==> config.mk <==
export PLATFORM = sky130hd
export DESIGN_NAME = dmem_console_flat
export DESIGN_NICKNAME = d
export VERILOG_FILES = /design/src/rtl/dmem_console_if.sv /design/src/rtl/dmem_console.sv /design/src/flat_wrapper.sv
export SDC_FILE = /design/constraint.sdc
export NUM_CORES = 1
export LEC_CHECK = 0
export CAP_MARGIN = 20
export CORE_MARGIN = 3
export CORE_UTILIZATION = 48
export CTS_CLUSTER_DIAMETER = 150
export DETAILED_ROUTE_END_ITERATION = 7
export GPL_TIMING_DRIVEN = 1
export HOLD_SLACK_MARGIN = 0.12
export PLACE_DENSITY = 0.81
export SYNTH_ARGS = -nofsm -noshare
export SYNTH_HDL_FRONTEND = slang
export SYNTH_SLANG_ARGS = --single-unit
==> constraint.sdc <==
create_clock -name clk -period 3.8 [get_ports clk]
set_input_delay 0.76 -clock clk [delete_from_list [all_inputs] [get_ports clk]]
set_output_delay 0.76 -clock clk [all_outputs]
set_load 0.01 [all_outputs]
==> src/rtl/dmem_console_if.sv <==
// Data-memory port between the core (master) and the console responder (slave).
interface dmem_console_if;
  logic        dmem_rready;
  logic [31:0] dmem_raddr;
  logic [31:0] dmem_rdata;
  logic        dmem_rvalid;
  logic        dmem_wready;
  logic [31:0] dmem_waddr;
  logic [31:0] dmem_wdata;
  logic [3:0]  dmem_wstrb;
  logic        dmem_wvalid;

  modport master (
    output dmem_rready, dmem_raddr, dmem_wready, dmem_waddr, dmem_wdata, dmem_wstrb,
    input  dmem_rdata, dmem_rvalid, dmem_wvalid
  );

  modport slave (
    input  dmem_rready, dmem_raddr, dmem_wready, dmem_waddr, dmem_wdata, dmem_wstrb,
    output dmem_rdata, dmem_rvalid, dmem_wvalid
  );
endinterface

==> src/rtl/dmem_console.sv <==
// MMIO console responder: PUTC bytes go through a TX FIFO to an 8N1 UART line,
// EXIT latches the program's exit code, STATUS reports FIFO/serializer/exit state.
module dmem_console #(
  parameter logic [31:0] BASE   = 32'h8000_0000,
  parameter int unsigned DEPTH  = 8,
  parameter int unsigned CLKDIV = 868
) (
  input  logic                 clk,
  input  logic                 reset,
  dmem_console_if.slave        dmem,
  output logic                 uart_tx,
  output logic                 exit_valid,
  output logic [31:0]          exit_code
);
  localparam int unsigned AW = $clog2(DEPTH);
  localparam int unsigned PW = AW + 1;
  localparam int unsigned TW = $clog2(CLKDIV);
  localparam logic [TW-1:0] TMax = TW'(CLKDIV - 1);

  localparam logic [31:0] AddrPutc   = BASE + 32'h1c;
  localparam logic [31:0] AddrStatus = BASE + 32'h20;
  localparam logic [31:0] AddrExit   = BASE + 32'h2c;

  localparam logic [1:0] StIdle  = 2'd0;
  localparam logic [1:0] StStart = 2'd1;
  localparam logic [1:0] StData  = 2'd2;
  localparam logic [1:0] StStop  = 2'd3;

  logic [7:0]    mem_q [DEPTH];
  logic [PW-1:0] wptr_q, wptr_d, rptr_q, rptr_d, level;
  logic          full, empty, push, pop, wr_acc;
  logic [1:0]    state_q, state_d;
  logic [TW-1:0] timer_q, timer_d;
  logic [2:0]    bit_q, bit_d;
  logic [7:0]    shift_q, shift_d;
  logic          tx_q, tx_d;
  logic [31:0]   rdata_q, rdata_d, status;
  logic          exit_valid_q, exit_valid_d;
  logic [31:0]   exit_code_q, exit_code_d;
  logic [7:0]    level8;
  logic          unused_strb;

  assign unused_strb = ^dmem.dmem_wstrb[3:1];

  assign level = wptr_q - rptr_q;
  assign full  = (level == PW'(DEPTH));
  assign empty = (level == '0);
  assign level8 = 8'(level);

  // Full is checked before any same-cycle pop, so a PUTC to a full FIFO always stalls.
  assign dmem.dmem_wvalid = !((dmem.dmem_waddr == AddrPutc) && full);
  assign dmem.dmem_rvalid = 1'b1;
  assign wr_acc = dmem.dmem_wready && dmem.dmem_wvalid;
  assign push   = wr_acc && (dmem.dmem_waddr == AddrPutc) && dmem.dmem_wstrb[0];

  assign status = {16'b0, level8, 5'b0, exit_valid_q, empty && (state_q == StIdle), full};

  always_comb begin
    state_d = state_q;
    timer_d = timer_q;
    bit_d   = bit_q;
    shift_d = shift_q;
    pop     = 1'b0;
    unique case (state_q)
      StIdle: begin
        if (!empty) begin
          pop     = 1'b1;
          shift_d = mem_q[rptr_q[AW-1:0]];
          timer_d = TMax;
          state_d = StStart;
        end
      end
      StStart: begin
        if (timer_q == '0) begin
          timer_d = TMax;
          bit_d   = 3'd0;
          state_d = StData;
        end else begin
          timer_d = timer_q - 1'b1;
        end
      end
      StData: begin
        if (timer_q == '0) begin
          timer_d = TMax;
          shift_d = {1'b0, shift_q[7:1]};
          if (bit_q == 3'd7) state_d = StStop;
          else               bit_d   = bit_q + 3'd1;
        end else begin
          timer_d = timer_q - 1'b1;
        end
      end
      default: begin
        if (timer_q == '0) begin
          // Back-to-back frames: reload straight into START without an idle cycle.
          if (!empty) begin
            pop     = 1'b1;
            shift_d = mem_q[rptr_q[AW-1:0]];
            timer_d = TMax;
            state_d = StStart;
          end else begin
            state_d = StIdle;
          end
        end else begin
          timer_d = timer_q - 1'b1;
        end
      end
    endcase

    unique case (state_d)
      StStart: tx_d = 1'b0;
      StData:  tx_d = shift_d[0];
      default: tx_d = 1'b1;
    endcase
  end

  always_comb begin
    wptr_d       = wptr_q + PW'(push);
    rptr_d       = rptr_q + PW'(pop);
    rdata_d      = rdata_q;
    exit_valid_d = exit_valid_q;
    exit_code_d  = exit_code_q;
    if (dmem.dmem_rready) begin
      rdata_d = (dmem.dmem_raddr == AddrStatus) ? status : 32'h0;
    end
    if (wr_acc && (dmem.dmem_waddr == AddrExit) && !exit_valid_q) begin
      exit_valid_d = 1'b1;
      exit_code_d  = dmem.dmem_wdata;
    end
  end

  always_ff @(posedge clk) begin
    if (push) mem_q[wptr_q[AW-1:0]] <= dmem.dmem_wdata[7:0];
  end

  always_ff @(posedge clk) begin
    if (reset) begin
      wptr_q       <= '0;
      rptr_q       <= '0;
      state_q      <= StIdle;
      timer_q      <= '0;
      bit_q        <= '0;
      shift_q      <= '0;
      tx_q         <= 1'b1;
      rdata_q      <= '0;
      exit_valid_q <= 1'b0;
      exit_code_q  <= '0;
    end else begin
      wptr_q       <= wptr_d;
      rptr_q       <= rptr_d;
      state_q      <= state_d;
      timer_q      <= timer_d;
      bit_q        <= bit_d;
      shift_q      <= shift_d;
      tx_q         <= tx_d;
      rdata_q      <= rdata_d;
      exit_valid_q <= exit_valid_d;
      exit_code_q  <= exit_code_d;
    end
  end

  assign dmem.dmem_rdata = rdata_q;
  assign uart_tx         = tx_q;
  assign exit_valid      = exit_valid_q;
  assign exit_code       = exit_code_q;
endmodule

==> src/flat_wrapper.sv <==
// flat-port wrapper written by rule: the top's interface ports become plain ports
module dmem_console_flat 
#(
  parameter logic [31:0] BASE   = 32'h8000_0000,
  parameter int unsigned DEPTH  = 8,
  parameter int unsigned CLKDIV = 868
)
  (clk, reset, uart_tx, exit_valid, exit_code, dmem_dmem_rready, dmem_dmem_raddr, dmem_dmem_wready, dmem_dmem_waddr, dmem_dmem_wdata, dmem_dmem_wstrb, dmem_dmem_rdata, dmem_dmem_rvalid, dmem_dmem_wvalid);
  dmem_console_if dmem_i ();
  input  logic clk;
  input  logic reset;
  output logic uart_tx;
  output logic exit_valid;
  output logic [31:0] exit_code;
  input wire logic [$bits(dmem_i.dmem_rready)-1:0] dmem_dmem_rready;
  input wire logic [$bits(dmem_i.dmem_raddr)-1:0] dmem_dmem_raddr;
  input wire logic [$bits(dmem_i.dmem_wready)-1:0] dmem_dmem_wready;
  input wire logic [$bits(dmem_i.dmem_waddr)-1:0] dmem_dmem_waddr;
  input wire logic [$bits(dmem_i.dmem_wdata)-1:0] dmem_dmem_wdata;
  input wire logic [$bits(dmem_i.dmem_wstrb)-1:0] dmem_dmem_wstrb;
  output wire logic [$bits(dmem_i.dmem_rdata)-1:0] dmem_dmem_rdata;
  output wire logic [$bits(dmem_i.dmem_rvalid)-1:0] dmem_dmem_rvalid;
  output wire logic [$bits(dmem_i.dmem_wvalid)-1:0] dmem_dmem_wvalid;
  assign dmem_i.dmem_rready = dmem_dmem_rready;
  assign dmem_i.dmem_raddr = dmem_dmem_raddr;
  assign dmem_i.dmem_wready = dmem_dmem_wready;
  assign dmem_i.dmem_waddr = dmem_dmem_waddr;
  assign dmem_i.dmem_wdata = dmem_dmem_wdata;
  assign dmem_i.dmem_wstrb = dmem_dmem_wstrb;
  assign dmem_dmem_rdata = dmem_i.dmem_rdata;
  assign dmem_dmem_rvalid = dmem_i.dmem_rvalid;
  assign dmem_dmem_wvalid = dmem_i.dmem_wvalid;
  dmem_console #(.BASE(BASE), .DEPTH(DEPTH), .CLKDIV(CLKDIV)) u_core (.clk(clk), .reset(reset), .dmem(dmem_i), .uart_tx(uart_tx), .exit_valid(exit_valid), .exit_code(exit_code));
endmodule
Figure 1. Clock distribution (run 1).
The bar under the picture is 20 um long.
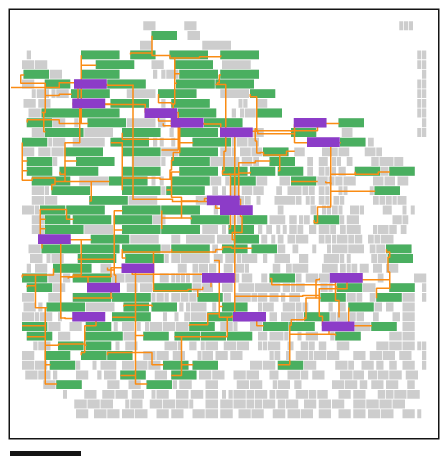
[clock wires] orange | length: 1540 um
[clock-net drivers] purple | count: 17
[flip-flops] green | count: 136
routed clock nets: 18
Clk. pwr: 1.56 mW
Final Skew: 0.00673 ns

Figure 2. Gate-type map (run 1).
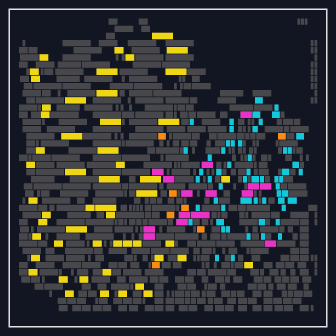
[fa/ha/maj cells] magenta | cells: 15
[xor and xnor cells] orange | cells: 7
[mux cells] yellow | cells: 52
[aoi and oai cells] cyan | cells: 57 | where: middle right
Commonest Layout Cell: clkdlybuf4s50_1
fin cells: 874
logic share of the area: 30.8%

==> metrics.yaml, run 1 <==
warning_count: 32
timing.fmax_mhz: 291
crit_chain: "inv_1 -> ha_1 -> inv_1 -> fa_1 -> xor2_1 -> or3b_4 -> nor2_1 -> nand3_1 -> dlymetal6s2s_1"
place_ws_ns: 0.434
top_area_cell: "edfxtp_1"
synth_seq_share_pct: 53.9
final_cell_mix: "140 x clkdlybuf4s50_1, 72 x dfxtp_1, 70 x nor2_1, 64 x edfxtp_1, 37 x nand2_1"
rsz0062_at_grt: "no"
outcome: "finished clean"
inverters: 12
start_kind: "flip-flop"
cts_htree_levels: 4
buffers: 157
die_x_um: 120
layout-drive-gt1-share_pct: 11.5
p_switching_mw: 1.56
p_leak_nw: 2.94
power.total_mw: 4.78
nWellTaps: 172
ys_warn_count: 0
grt_max_degree: 37
cpMostUsedCell: "inv_1"
Figure 3. Where the registers sit (run 1).
Other sequential cells in the stronger gray, the rest of the logic in the fainter gray.
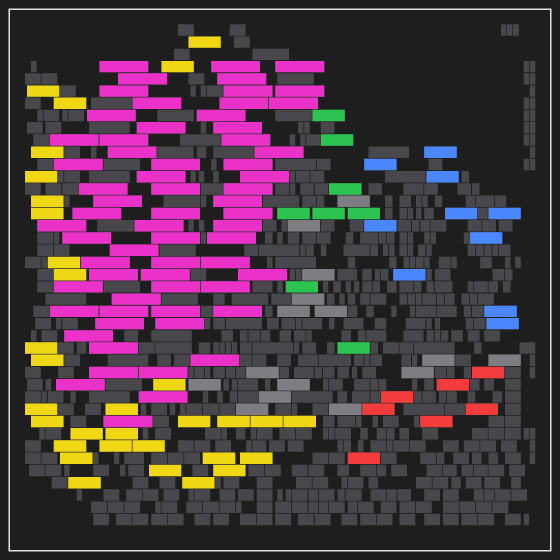
[`u_core.timer_q`] blue | flops: 10
[`u_core.shift_q`] green | flops: 8
[`u_core.dmem.dmem_rdata`] red | flops: 7 | where: lower right
[`u_core.exit_code`] yellow | flops: 32
[`u_core.mem_q`] magenta | flops: 64
Final Util: 65.2%
Seq/total area: 40.7%
sequential cell area: 3360 sq um

Figure 4. Clock wiring as the flow saved it (run 1).
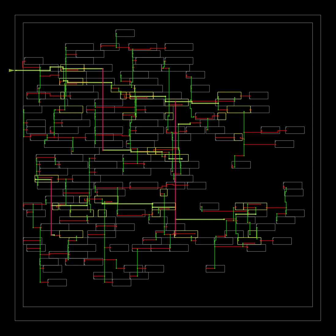
FF+latch count: 136
Latency at later pin: 0.41 ns

run 1: routing by layer:
| metal | part of all wire (%) | vias to the layer above | wire [um] | GRT usage (%) |
|---|---|---|---|---|
| met5 | 0 | - | 0 | 0 |
| met1 | 39 | 2290 | 5880 | 24.7 |
| met2 | 55 | 154 | 8230 | 39.1 |
| met3 | 5.1 | 19 | 775 | 5.98 |
| li1 | - | 2226 | - | - |
| met4 | 1.3 | 0 | 194 | 6.16 |
run 1: logic make-up after synthesis:
kind of cell | count (synthesis) | synth area share, %
other cells | 2 | 0.120
flops | 136 | 53.9
xor+xnor | 7 | 0.982
simple gates | 190 | 15.6
fa+ha+maj | 15 | 3.13
buf+inv | 66 | 6.84
compound gates | 75 | 7.92
mux | 52 | 11.5
Figure 5. Placed cells, one color a class (run 1).
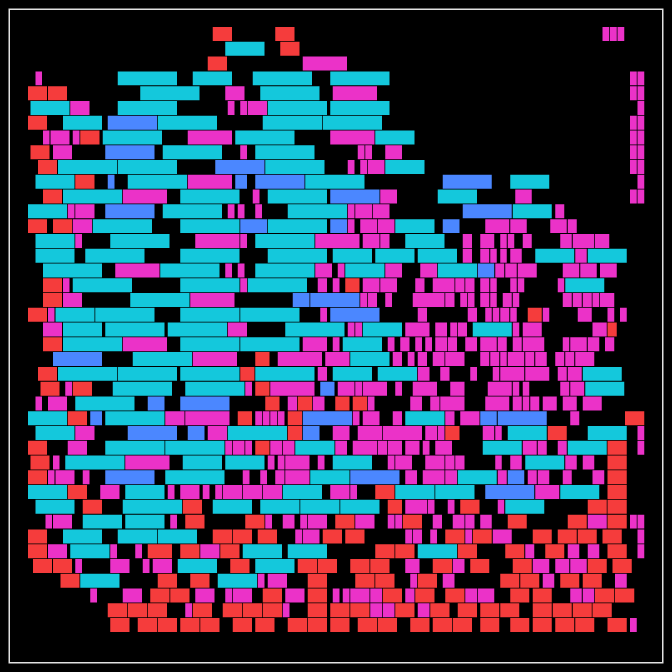

==> run 2: changes to the inputs <==
--- a/config.mk
+++ b/config.mk
@@ -6,13 +6,15 @@
 export NUM_CORES = 1
 export LEC_CHECK = 0
 export CAP_MARGIN = 20
+export CELL_PAD_IN_SITES_DETAIL_PLACEMENT = 1
+export CELL_PAD_IN_SITES_GLOBAL_PLACEMENT = 2
 export CORE_MARGIN = 3
-export CORE_UTILIZATION = 48
+export CORE_UTILIZATION = 31
 export CTS_CLUSTER_DIAMETER = 150
 export DETAILED_ROUTE_END_ITERATION = 7
 export GPL_TIMING_DRIVEN = 1
 export HOLD_SLACK_MARGIN = 0.12
-export PLACE_DENSITY = 0.81
+export PLACE_DENSITY = 0.9
 export SYNTH_ARGS = -nofsm -noshare
 export SYNTH_HDL_FRONTEND = slang
 export SYNTH_SLANG_ARGS = --single-unit
Figure 6. Placed cells, one color a class (run 2).
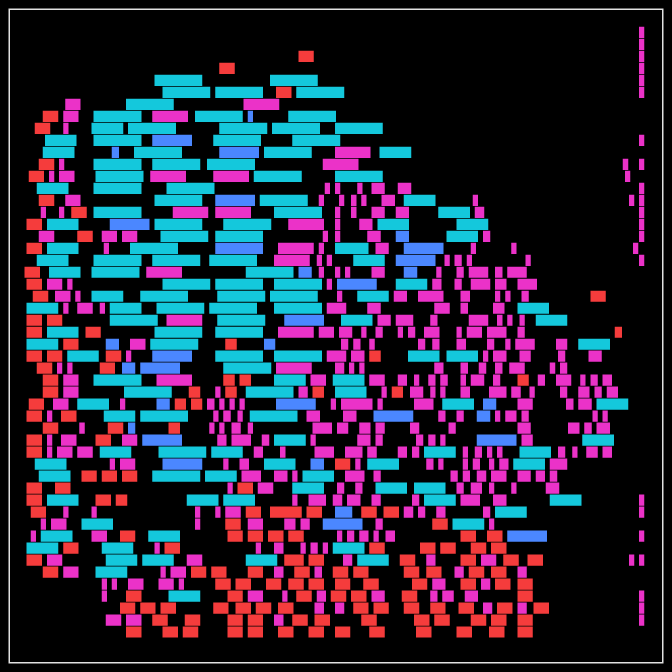
[registers] cyan | cells: 136 | share of their area: 42%
[clock drivers and dummy loads] blue | cells: 32 | share of their area: 7.0%
[remaining logic cells] magenta | cells: 377 | share of their area: 32%
[remaining buffers and delay cells] red | cells: 156 | share of their area: 19%
final instance area: 8400 sq um
# rows: 51
Seq/total area: 40.1%
Core Box Area: 19600 sq um
Final Util: 42.9%

Figure 7. Clock distribution (run 2).
The bar under the picture is 50 um long.
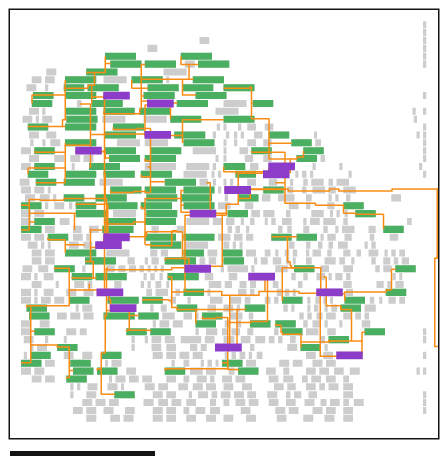
[clock wires] orange | length: 1900 um
[flip-flops] green | count: 136
[clock-net drivers] purple | count: 17
routed clock nets: 18
Final Skew: 0.0157 ns
Clk. pwr: 1.60 mW
Latency at later pin: 0.43 ns
Clock power frac: 33.1%

==> metrics.yaml, run 2 <==
outcome: "finished clean"
slowest_delay_ns: 0.46
cts_buffers: 17
die_x_um: 148  # +23%
cpMostUsedCell: "inv_1"
synth_seq_share_pct: 53.9  # unchanged
crit_chain: "inv_1 -> ha_1 -> inv_1 -> fa_1 -> xor2_1 -> or3b_4 -> nor2_2 -> nand3_1 -> dlymetal6s2s_1"
timing.fmax_mhz: 297  # +1.8%
numPortBuffers: 142
grt_max_degree: 48  # +30%
top_layer: "met4"
ys_sh_xor_pct: 0.982  # unchanged
busiest_layer: "met2"
ys_warn_count: 0  # unchanged
grt_util_met1_pct: 18.1  # -6.6 points
power.total_mw: 4.85  # +1.5%
compound_area_share_pct: 7.92  # unchanged
layout-drive-gt1-share_pct: 11.8  # +0.30 points
top_logic_kind: "simple AND/OR/NAND/NOR gates"
yosys-top-cells-count: "72 x dfxtp_1, 70 x nor2_1, 64 x edfxtp_1"
ys_sh_simple_pct: 15.6  # unchanged
fp.dieH_um: 148
use_met3_pct: 4.66  # -1.3 points
rsz0062_at_grt: "no"
warning_count: 32  # unchanged
top_area_cell: "edfxtp_1"
start_kind: "flip-flop"
route.met2.wl_mm: 8.69  # +5.5%
p_leak_nw: 2.94  # -0.14%
tns_ns: 0
p_switching_mw: 1.62  # +3.9%
final_cell_mix: "140 x clkdlybuf4s50_1, 71 x dfxtp_1, 69 x nor2_1, 64 x edfxtp_1, 37 x nand2_1"
met1_length_mm: 6.78  # +15%
seq_power_mw: 1.75
most_common_cell: "dfxtp_1"
vias: 4617
comb-power_mw: 1.50
fin_hold_ws_ns: 0.467
adder_share_pct: 3.13  # unchanged
cts_htree_levels: 4  # unchanged
relSlewSlack_pct: 37.1
ir_drop_mv: 0.294
crit_buf_inv: 3
r2r_cells: 10
wl_met3_um: 795  # +2.6%
met2_usage_pct: 27.6  # -12 points
ys_sh_mux_pct: 11.5  # unchanged
[run 2: cell counts after synthesis]
Identical to the previous run, type by type.
[run 2: cell type report]
cell class | instances | area, sq um | share of cell area, %
sequential | 136 | 3360 | 40.1
multi-input combinational | 365 | 2550 | 30.4
timing repair buffer | 156 | 1540 | 18.3
clock buffer | 18 | 429 | 5.11
tap | 265 | 332 | 3.95
clock inverter | 14 | 138 | 1.64
inverter | 12 | 45.0 | 0.537
[run 2: metrics by stage]
step           cells  util, %  cell area [sq um]  worst slack [ns]
6_report         966     42.9               8400             0.429
5_1_grt          966     42.9               8400             0.280
4_1_cts          966     42.8               8390            0.0108
3_5_place_dp     934     39.9               7820             0.433
3_3_place_gp     934     39.9               7820             0.519
2_1_floorplan    567        -               6330             0.488
Figure 8. Clock wiring as the flow saved it (run 2).
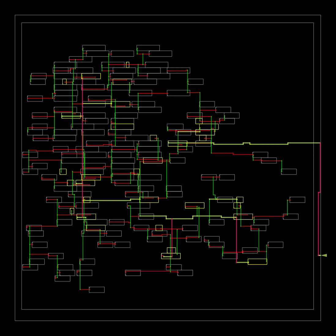

==> run 3: changes to the inputs <==
--- a/config.mk
+++ b/config.mk
@@ -5,7 +5,6 @@
 export SDC_FILE = /design/constraint.sdc
 export NUM_CORES = 1
 export LEC_CHECK = 0
-export CAP_MARGIN = 20
 export CELL_PAD_IN_SITES_DETAIL_PLACEMENT = 1
 export CELL_PAD_IN_SITES_GLOBAL_PLACEMENT = 2
 export CORE_MARGIN = 3
@@ -14,6 +13,7 @@
 export DETAILED_ROUTE_END_ITERATION = 7
 export GPL_TIMING_DRIVEN = 1
 export HOLD_SLACK_MARGIN = 0.12
+export MAX_ROUTING_LAYER = met4
 export PLACE_DENSITY = 0.9
 export SYNTH_ARGS = -nofsm -noshare
 export SYNTH_HDL_FRONTEND = slang
Figure 9. Clock wiring as the flow saved it (run 3).
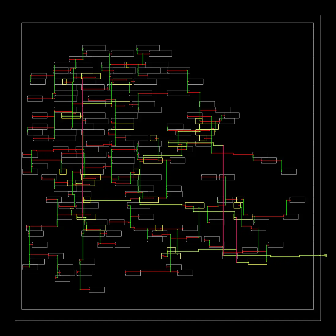
Latency at later pin: 0.42 ns
TritonCTS buffer count: 17
Final Skew: 0.0138 ns
clk_buf instances: 18

Figure 10. Where the registers sit (run 3).
Other sequential cells in the stronger gray, the rest of the logic in the fainter gray.
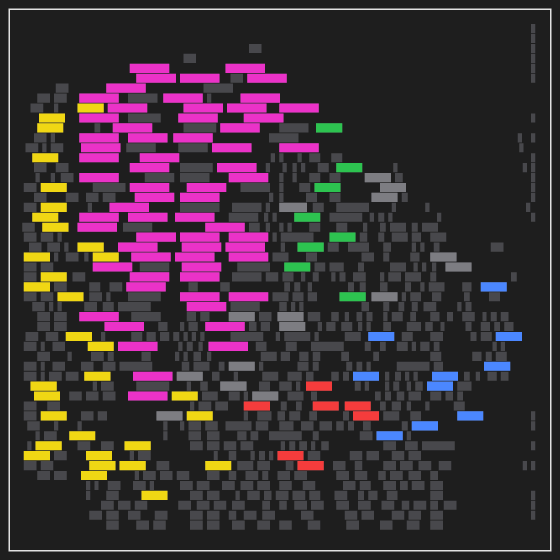
[`u_core.dmem.dmem_rdata`] red | flops: 7 | where: bottom center
[`u_core.exit_code`] yellow | flops: 32
[`u_core.timer_q`] blue | flops: 10
[`u_core.mem_q`] magenta | flops: 64
[`u_core.shift_q`] green | flops: 8 | where: center
not colored: 15
sequential cell area: 3360 sq um
Seq group: 1.75 mW

==> metrics.yaml, run 3 <==
met2_usage_pct: 27.6  # +0.092 points
most_common_cell: "dfxtp_1"
layout.nonclk_buf_share_pct: 18.3  # unchanged
cpMostUsedCell: "inv_1"
top_layer: "met4"
top_area_cell_class: "flip-flops and latches"
met1_length_mm: 6.92  # +2.2%
seq_share_pct: 40.1  # unchanged
crit_buf_inv: 3  # unchanged
die_x_um: 148  # unchanged
tns_ns: 0  # unchanged
numPortBuffers: 142  # unchanged
clk_share_pct: 6.75  # unchanged
busiest_layer: "met2"
comb-power_mw: 1.50  # about the same
final_cell_mix: "140 x clkdlybuf4s50_1, 71 x dfxtp_1, 69 x nor2_1, 64 x edfxtp_1, 37 x nand2_1"
flop-count: 136  # unchanged
core-area_sq_um: 19600  # unchanged
use_met3_pct: 3.49  # -1.2 points
cts_htree_levels: 4  # unchanged
ys_warn_count: 0  # unchanged
ys_sh_mux_pct: 11.5  # unchanged
yosys-top-cells-count: "72 x dfxtp_1, 70 x nor2_1, 64 x edfxtp_1"
grt_util_met1_pct: 18.5  # +0.41 points
slowest_delay_ns: 0.46  # about the same
relSlewSlack_pct: 36.0  # -1.1 points
timing.fmax_mhz: 297  # about the same
buffers: 156  # unchanged
rsz0062_at_grt: "no"
ys_sh_xor_pct: 0.982  # unchanged
inverters: 12  # unchanged
ys_sh_simple_pct: 15.6  # unchanged
top_area_cell: "edfxtp_1"
pg_clk_mw: 1.60  # about the same
wl_met3_um: 636  # -20%
outcome: "finished clean"
top_logic_kind: "simple AND/OR/NAND/NOR gates"
sh_comb_area_pct: 30.4  # unchanged
p_leak_nw: 2.94  # unchanged
synth_seq_share_pct: 53.9  # unchanged
crit_chain: "inv_1 -> ha_1 -> inv_1 -> fa_1 -> xor2_1 -> or3b_4 -> nor2_2 -> nand3_1 -> dlymetal6s2s_1"
run 3: what timing repair did:
item / in CTS / in global routing
gates resized: 1 / 4
gates cloned: 0 / 0
endpoints found under the setup margin: 1 / 1
hold endpoints to repair: 0 / 0
run 3: through the flow:
stage / util (%) / area, sq um / hold slack, ns / std cells / setup slack (ns)
final: 42.9 / 8400 / 0.469 / 966 / 0.431
after detailed placement: 39.9 / 7820 / 0.462 / 934 / 0.433
after CTS: 42.8 / 8390 / 0.470 / 966 / 0.0108
after global placement: 39.9 / 7820 / 0.445 / 934 / 0.519
after floorplan: - / 6330 / 0.436 / 567 / 0.488
after global routing: 42.9 / 8400 / 0.502 / 966 / 0.285
Power and IR drop assume default switching activity.
